**Signal metal coverage by tile**

10 x 10 tiles, from dark blue (low) to red (high), scaled to the fullest tile. Values are wire area over tile area, all layers added.
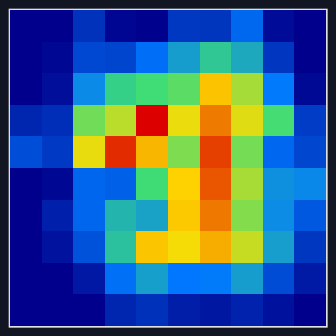
**Cells coloured by class**

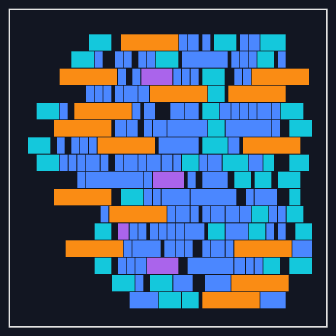
**Clock routing**

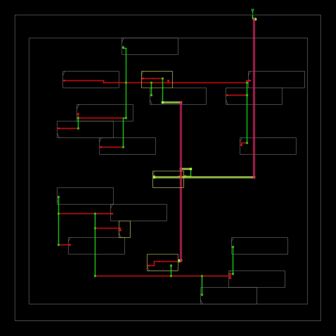
**M4 wires**

Cells faint in the background.
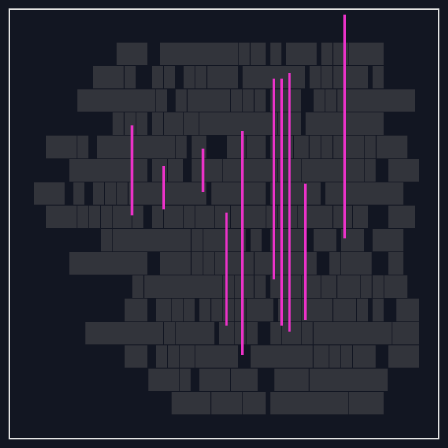
**Clock distribution**

Bar = 20 um.
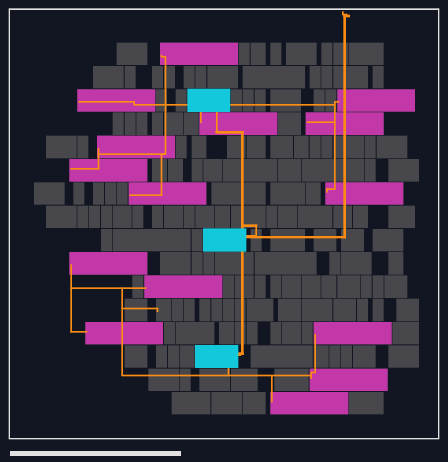
### src/rtl/serialiser.sv
`default_nettype none
// ============================================================================
// Module   : serialiser
// Purpose  : Byte-to-bit serialiser for the tag Tx path. Accepts frame bytes
//            from the response logic and emits one bit per accepted request,
//            LSB or MSB first, with support for a partial final byte and
//            bubble-free streaming across byte boundaries.
// Revision : 1.0 - initial release
// ============================================================================
module serialiser #(
  parameter int LSB_FIRST = 1
) (
  input  logic       clk,
  input  logic       rst,
  input  logic [7:0] in_data,
  input  logic       in_valid,
  input  logic       in_last,
  input  logic [2:0] in_bits,
  output logic       in_ready,
  output logic       out_data,
  output logic       out_valid,
  output logic       out_last,
  input  logic       out_req,
  output logic       underrun
);

  typedef enum logic [1:0] {
    IDLE = 2'd0,
    SEND = 2'd1,
    WAIT = 2'd2
  } state_t;

  state_t     state_q,    state_d;
  logic [7:0] shift_q,    shift_d;
  logic [2:0] bit_cnt_q,  bit_cnt_d;
  logic       is_last_q,  is_last_d;
  logic       underrun_q, underrun_d;

  logic       ready_int;
  logic       load;
  logic [2:0] load_cnt;
  logic [7:0] shifted;

  // Bits remaining minus one for a freshly loaded byte; in_bits==0 means a
  // full byte, and in_bits only matters on the frame's last byte.
  always_comb begin
    load_cnt = 3'd7;
    if (in_last && (in_bits != 3'd0)) begin
      load_cnt = 3'(in_bits - 3'd1);
    end
  end

  // Shift the byte toward whichever end feeds out_data.
  always_comb begin
    shifted = (LSB_FIRST != 0) ? {1'b0, shift_q[7:1]} : {shift_q[6:0], 1'b0};
  end

  // Next-state and output decode for the byte/bit handshake FSM.
  always_comb begin
    state_d    = state_q;
    shift_d    = shift_q;
    bit_cnt_d  = bit_cnt_q;
    is_last_d  = is_last_q;
    underrun_d = 1'b0;
    ready_int  = 1'b0;
    load       = 1'b0;
    out_valid  = 1'b0;
    out_last   = 1'b0;
    out_data   = 1'b0;

    case (state_q)
      IDLE: begin
        ready_int = 1'b1;
        load      = in_valid;
      end
      SEND: begin
        out_valid = 1'b1;
        out_data  = (LSB_FIRST != 0) ? shift_q[0] : shift_q[7];
        out_last  = is_last_q && (bit_cnt_q == 3'd0);
        if (out_req) begin
          if (bit_cnt_q != 3'd0) begin
            shift_d   = shifted;
            bit_cnt_d = bit_cnt_q - 3'd1;
          end else if (is_last_q) begin
            state_d = IDLE;
          end else begin
            // Byte boundary inside a frame: take the next byte now so the
            // bit stream has no bubble, otherwise stall and flag it.
            ready_int = 1'b1;
            if (in_valid) begin
              load = 1'b1;
            end else begin
              state_d    = WAIT;
              underrun_d = 1'b1;
            end
          end
        end
      end
      WAIT: begin
        ready_int = 1'b1;
        load      = in_valid;
      end
      default: begin
        state_d = IDLE;
      end
    endcase

    if (load) begin
      shift_d   = in_data;
      bit_cnt_d = load_cnt;
      is_last_d = in_last;
      state_d   = SEND;
    end
  end

  // Hold off upstream while reset is asserted.
  always_comb begin
    in_ready = ready_int & ~rst;
  end

  assign underrun = underrun_q;

  // State and datapath registers; reset clears the frame immediately.
  always_ff @(posedge clk or posedge rst) begin
    if (rst) begin
      state_q    <= IDLE;
      shift_q    <= 8'd0;
      bit_cnt_q  <= 3'd0;
      is_last_q  <= 1'b0;
      underrun_q <= 1'b0;
    end else begin
      state_q    <= state_d;
      shift_q    <= shift_d;
      bit_cnt_q  <= bit_cnt_d;
      is_last_q  <= is_last_d;
      underrun_q <= underrun_d;
    end
  end

endmodule
`default_nettype wire
### config.mk
export PLATFORM = sky130hd
export DESIGN_NAME = serialiser
export DESIGN_NICKNAME = d
export VERILOG_FILES = /design/src/rtl/serialiser.sv
export SDC_FILE = /design/constraint.sdc
export NUM_CORES = 1
export LEC_CHECK = 0
export ABC_AREA = 1
export CORE_MARGIN = 2
export CORE_UTILIZATION = 47
export CTS_BUF_LIST = sky130_fd_sc_hd__clkbuf_8
export DETAILED_ROUTE_END_ITERATION = 8
export GPL_ROUTABILITY_DRIVEN = 0
export PLACE_DENSITY = 0.89
export SLEW_MARGIN = 15
export SYNTH_ARGS = -nofsm -noshare
export SYNTH_HDL_FRONTEND = slang
export SYNTH_SLANG_ARGS = --single-unit
### constraint.sdc
create_clock -name clk -period 1.6 [get_ports clk]
set_clock_uncertainty 0.2 [all_clocks]
set_input_delay 0.16 -clock clk [delete_from_list [all_inputs] [get_ports clk]]
set_output_delay 0.16 -clock clk [all_outputs]
set_load 0.01 [all_outputs]
==> notes.md <==
The run has ended; figures from its reports follow.

The ratio of final minimum period to clock period is 109%. The final-layout setup total negative slack is -569 ps. The average cell area after synthesis came out at 7.31 um^2. The post-detailed-route via-to-cell ratio came out at 5.45. Per the layout report, the design carries 110 filler cells. TritonCTS built the clock tree. The post-route report lists met1 wire length as 1020 um. The critical path in this run is classified as flip-flop to output port. The proportion of netlist area held by the largest area contributor is 37.7%. Setup repair after global routing could not meet its margin everywhere. The checks that failed: setup timing. The fraction of final cell area spent on clock buffers and inverters in this run is 3.14%. Entering global routing, the biggest net connects 16 pins. For this run, combinational gates with multiple inputs come to 93.

The effective utilization at floorplan came out at 50.2%. The global-route wire length before repair is 4530 um. In the final layout, excluding clock inverters the inverter count is 25. The post-detailed-route wirelength per cell is 14.8 um. The final critical path time including I/O delays and setup came out at 1740 ps. The number of hold violations in the final report is 0.

The post-layout utilization of the core is 74.3%. Once layout is done, the placed cells without fillers occupy 0.00147 mm^2. The master of the slowest instance on the critical path is sky130_fd_sc_hd__dfrtp_1. The maximum clock rate came out at 574 MHz. For reference, the final report shows the max-slew violation count at 0. The number of sinks on the clock net came out at 15. The clock transition at the register clock pins on the worst setup and hold paths after CTS came out at 70 ps. The sum of net half-perimeters after detailed placement came out at 1730 um.

The count of instances resized after the clock tree is built is 22. The number of iterations in the first detailed-routing pass is 4. The multi-input gate share of total cell area is 39.6%. The total inserted antenna cells came out at 0. After technology mapping, the gate count stands at 136. Across every metal layer, demand over resource in global routing totals 24.1%. The setup slack of the most critical reg-to-reg path is -120 ps. The critical path data required time came out at 1240 ps. The number of DRC markers in iteration 0 came out at 42. The number of cells in the design after placement came out at 193. The relative area of non-clock buffer cells in the final design came out at 22.6%. The number of enable-type register cells in the synthesized netlist is 0. Summing the sequential cell areas from Yosys gives 37.7% of the chip area.

The layout cell share with drive strength beyond 1 is 28.0%. The uppermost metal layer occupied by signal nets is met4. The cell count in the Yosys report is 136.

The worst register-to-register path depth is 10. The die covers 0.00250 mm^2. The highest-count logic cell in the final layout is sky130_fd_sc_hd__nand2_1. STA reports the tightest min-delay check as being of type input port to asynchronous set/reset pin. The overall power consumption came out at 2.34 mW.

The count of antenna-violating nets left after detailed routing is 0. The summed standard-cell area reported by yosys came out at 995 um^2. The flow ran to the end, but the final reports show violations. The plain and repair buffers instantiated in the layout total 38. The number of placed I/O pins is 21. The pin closest to its max-slew limit shows a slew of 304 ps. The number of warning messages in the yosys log is 0.

For reference, the placement row count at floorplan is 16. The leakage power in the latest report is 0.793 nW. The total number of H-tree levels came out at 1.

The gate-level netlist out of Yosys references 23 unique cell types. The layout report lists the combined flip-flop and latch area as 375 um^2. The pre-CTS worst setup slack came out at -381 ps. The final global-route overflow total came out at 0.

The net total in the final layout came out at 196. In this run the critical register-to-register path is launched from bit_cnt_q[1]$_DFFE_PP0P_. The synthesis report lists the most area-consuming cells as sky130_fd_sc_hd__dfrtp_1, sky130_fd_sc_hd__nand2_1, sky130_fd_sc_hd__inv_1. The headroom to the max-slew limit came out at 79.6%.

The biggest slice of the area belongs to multi-input combinational cells. The worst setup path is launched from a flip-flop. The areal power density over the cells is 1590 mW/mm^2. The reg-to-reg endpoint is bit_cnt_q[2]$_DFFE_PP0P_.

The vertical die dimension came out at 50.0 um. The worst path buffer plus inverter count is 2. The clock reaches the later pin of the worst-skew pair after 250 ps.

The routed length on met2 came out at 1530 um. The final worst setup slack came out at -141 ps. The peak ir drop on the vdd network came out at 778 uV. The share of cell area taken by flip-flops and latches is 25.5%. The inserted tap cell count came out at 27. The critical path depth is 7. In the synthesized netlist the dominant register cell turns out to be sky130_fd_sc_hd__dfrtp_1. The number of setup violations in the final report is 13. The delay of the slowest cell on the worst path came out at 390 ps.

The final route contains 1100 vias. The core area is 0.00198 mm^2. The peak fanout along the critical path is 3. The number of setup buffers added after CTS is 0.
## Picture notes: 'signal metal coverage by tile'
mean over tiles: 0.21
nearly empty tiles: 20%
fullest tile: 0.68
densest ninth of the die: centre
tiles over half the peak: 28%
emptiest ninth of the die: lower left

## Picture notes: 'cells coloured by class'
[clock drivers and dummy loads] purple | cells: 4
[flops] orange | cells: 15
[combinational and other logic] blue | cells: 118
[other buffers and delay cells] cyan | cells: 38

## Picture notes: 'clock routing'
clock network power: 317 uW
sequential cell count: 15
number of clock buffers inserted by TritonCTS: 3
number of clock-tree buffers in the layout: 3

## Picture notes: 'M4 wires'
nets with wire on the layer: 10
wire length on this layer: 182 um
longest straight run: 29.9 um
main direction: vertical

## Picture notes: 'clock distribution'
[clock drivers] cyan | count: 3
[clock wires] orange | length: 238 um
[flip-flops] magenta | count: 15
routed clock nets: 4

[logic make-up (layout without fill, tap and decap cells)]
group | count (synthesis) | count (layout) | share of synthesized area (%)
xor gates and xnor gates | 2 | 2 | 1.76
AOI/OAI and AO/OA | 5 | 5 | 2.52
and+or+nand+nor | 81 | 82 | 39.1
buffers and inverters | 29 | 67 | 13.8
DFF | 15 | 15 | 37.7
adders and majority gates | 4 | 4 | 5.03
[worst reg2reg max path, delay by kind of cell, from the launching register on]
family	cells	cell delay (ps)
buf+inv	2	230
flops	1	390
fa+ha+maj	1	150
simple gates	7	630
[registers in the layout (all words and copies together) (netlist names)]
register	flops
bit_cnt_q	3
is_last_q	1
state_q	2
underrun	1
shift_q	8
[synthesized netlist by cell type, types with 2 or more instances]
| cell | count |
|---|---|
| sky130_fd_sc_hd__buf_6 | 3 |
| sky130_fd_sc_hd__dfrtp_1 | 15 |
| sky130_fd_sc_hd__ha_1 | 4 |
| sky130_fd_sc_hd__inv_1 | 19 |
| sky130_fd_sc_hd__inv_2 | 4 |
| sky130_fd_sc_hd__nand2_1 | 48 |
| sky130_fd_sc_hd__nand2_4 | 2 |
| sky130_fd_sc_hd__nand3_1 | 10 |
| sky130_fd_sc_hd__nand3_2 | 2 |
| sky130_fd_sc_hd__nand4_1 | 8 |
| sky130_fd_sc_hd__nor2_1 | 6 |
| sky130_fd_sc_hd__nor2_2 | 2 |
| sky130_fd_sc_hd__o21ai_0 | 2 |
| sky130_fd_sc_hd__o21ai_1 | 2 |
[metal layers]
metal	global-route usage, %	up-vias
met5	0	-
met3	4.55	21
met1	26.0	504
li1	-	501
met4	15.7	0
met2	42.1	74
[where the power goes]
group	switching (mW)	total, mW	internal [mW]
registers	0.105	0.654	0.550
logic	0.787	1.37	0.584
clock network	0.144	0.317	0.173
total	1.04	2.34	1.31
No activity file was given, so power comes from the tool's default toggle rates.
